==> config.mk <==
export PLATFORM = sky130hd
export DESIGN_NAME = hazard_ctrl
export DESIGN_NICKNAME = d
export VERILOG_FILES = /design/src/rtl/hazard_ctrl.sv
export SDC_FILE = /design/constraint.sdc
export NUM_CORES = 1
export LEC_CHECK = 0
export ABC_CLOCK_PERIOD_IN_PS = 8300
export CELL_PAD_IN_SITES_DETAIL_PLACEMENT = 1
export CELL_PAD_IN_SITES_GLOBAL_PLACEMENT = 1
export CORE_UTILIZATION = 40
export DETAILED_ROUTE_END_ITERATION = 6
export PLACE_DENSITY_LB_ADDON = 0.1
export RECOVER_POWER = 50
export SLEW_MARGIN = 10
export SYNTH_ARGS = -nofsm -noshare
export SYNTH_HDL_FRONTEND = slang
export SYNTH_SLANG_ARGS = --single-unit
==> constraint.sdc <==
create_clock -name clk -period 8.3 [get_ports clk]
set_input_delay 1.245 -clock clk [delete_from_list [all_inputs] [get_ports clk]]
set_output_delay 1.245 -clock clk [all_outputs]
set_load 0.01 [all_outputs]
**M1 wires**

Scale bar: 20 µm. Supply wires on this layer in gray.
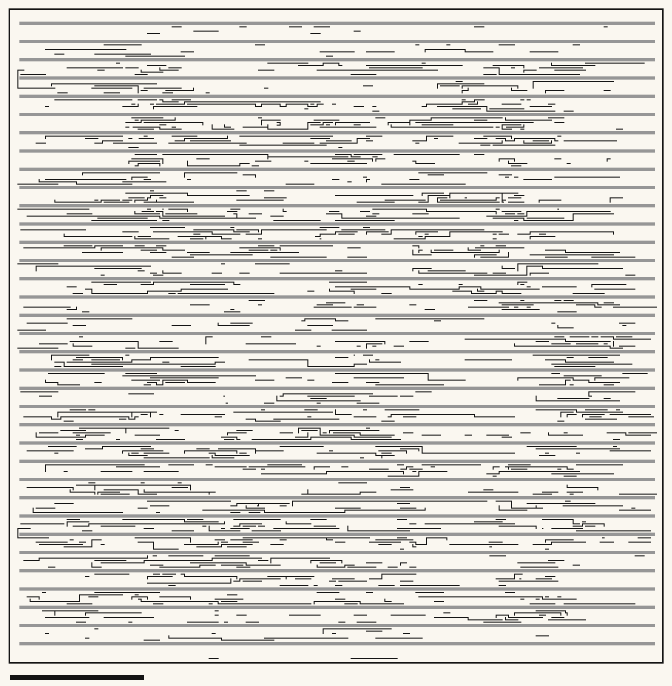
nets with wire on the layer = 424
longest straight run = 29.0 µm
main direction = horizontal
overall via count from detail_route: 3059
met1 Use GR: 30.67%
drt total wl: 9528 µm

**The metal 2 layer**

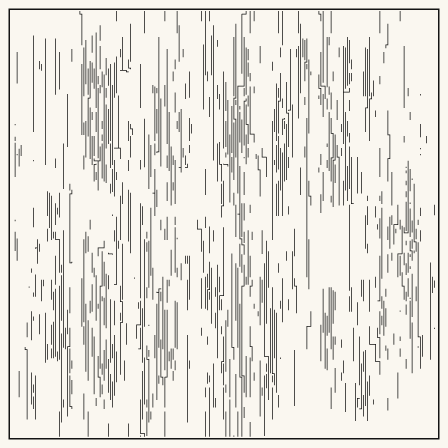
longest straight run = 36.0 µm
nets with wire on the layer = 430
met2 usage: 32.83%

**The metal 3 layer**

Scale bar: 20 µm. Cells faint in the background.
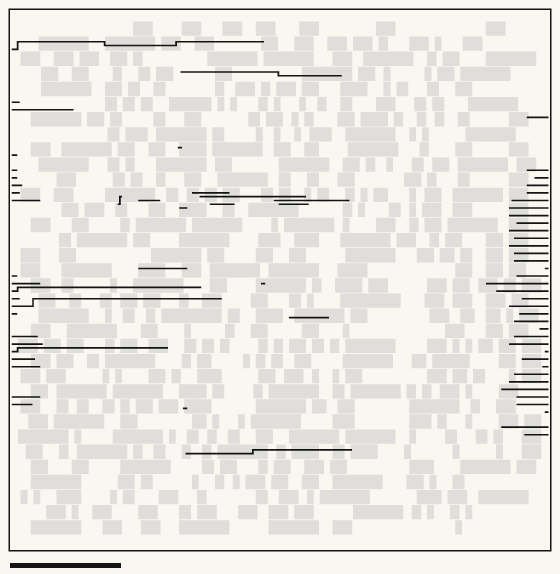
wire length on this layer = 522 µm
share of all routed wire = 5.5%
nets with wire on the layer = 64
main direction = horizontal
global routing usage on met3: 5.396%

**Selected gate families**

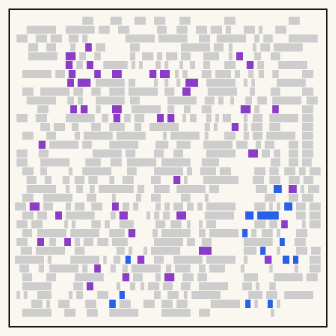
purple -> AND and OR gates  # cells 44
blue -> inverting AOI/OAI gates  # cells 14
logic share of the area: 37.19%
most numerous logic cell after layout: dfrtp_1
non-filler instance count after layout: 564

==> flow_summary.json <==
{
  "setup.worst_path.class": "in -> out",
  "clock-skew-final_ps": 10.65,
  "timing.setup.tns_ps": 0,
  "clk_pin_slew_worst_paths_ps": 70,
  "drt_pass1_iterations": 4,
  "power_mw": 0.9198,
  "clk_latency_ps": 350,
  "ys_sh_xor_pct": 17.65,
  "buffers": 94,
  "rsz0062_at_grt": "false",
  "all_layer_gr_usage_pct": 21.59,
  "power_leakage_nw": 2.140,
  "enable_flop_cells": 0,
  "tapcell.inserted": 108,
  "run_status": "completed",
  "synth_cells": 358,
  "final_non_clock_buffer_share_pct": 19.17,
  "syn_area_per_cell_um2": 10.12,
  "synth-cells-yosys": 358,
  "cts_repair_resize_count": 0,
  "timing.critical_path.cells": "dlygate4sd3_1 -> clkinv_1 -> buf_4 -> nand2_1 -> inv_1 -> clkdlybuf4s50_1",
  "antenna_cells_inserted": 0,
  "async_flop_share_pct": 100.0,
  "timing.critical_path.slowest_stage_cell": "buf_4",
  "synthesis.yosys.warnings": 0,
  "timing.reg2reg.setup_slack_ps": 5860,
  "cts-hold-fix-buffers": 0,
  "timing.critical_path.arrival_ps": 3750,
  "ys_ff": 69,
  "n_fill_cell": 981,
  "global_route_wire_length_before_repair_um": 16280,
  "globalRoute.totalOverflow": 0,
  "switching_power_mw": 0.2695,
  "slew-limit-headroom_pct": 39.97,
  "number_of_clock_buffer_instances_in_the_layout": 11,
  "setup_viol_count_final": 0,
  "nNonClkInverters": 8,
  "antenna_found_initial": 0,
  "flow.area_growth_from_synthesis_pct": 34.36,
  "hp-class": "reg -> reg",
  "drtIter0Drc": 124,
  "comb_cell_power_mw": 0.186,
  "power.share.clock_pct": 34.8,
  "post-route-util_pct": 55.55,
  "fin_worst_setup_slack_ps": 3303,
  "initCoreUtil_pct": 41.35,
  "cp_slowest_stage_delay_ps": 670,
  "cts_htree_levels": 3,
  "fraction_of_standard_cell_area_that_is_sequential_pct": 35.47,
  "grt_start_max_net_pins": 71,
  "max_slew.worst_pin.slew_ps": 892.2,
  "ys_seq_share_pct": 47.65,
  "final_antenna_net_count": 0,
  "maximum_clock_path_buffer_count": 2,
  "maxClockFrequency_ghz": 0.2001,
  "yosys.cell_types.count": 37,
  "area_dominant_class": "multi-input combinational cells",
  "numCtsBuffers": 9,
  "p_comb_share_pct": 20.2,
  "biggest_combinational_cell_group_after_synthesis": "simple AND/OR/NAND/NOR gates",
  "seq_area_um2": 1727
}
cell usage after synthesis (3+ instances only):
library cell / n / area (µm²)
and2_1: 8 / 50.05
inv_1: 8 / 30.03
dfrtp_1: 69 / 1727
ha_1: 4 / 50.05
nand3_1: 29 / 145.1
nor3_1: 14 / 70.07
and4_1: 9 / 78.83
nand4_1: 28 / 175.2
o21ai_0: 3 / 15.01
and3_1: 19 / 118.9
or4_1: 3 / 22.52
a21oi_1: 5 / 25.02
nor2_1: 19 / 71.32
buf_2: 6 / 30.03
xnor2_1: 46 / 402.9
clkbuf_1: 5 / 18.77
nor4_1: 5 / 31.28
xor2_1: 27 / 236.5
nand2_1: 30 / 112.6
metal layers:
layer  share of wire [%]  global-route usage (%)
met1                  47                   30.67
met2                  47                   32.83
met3                 5.5                   5.396
met4                 1.1                   5.855
met5                   0                       0
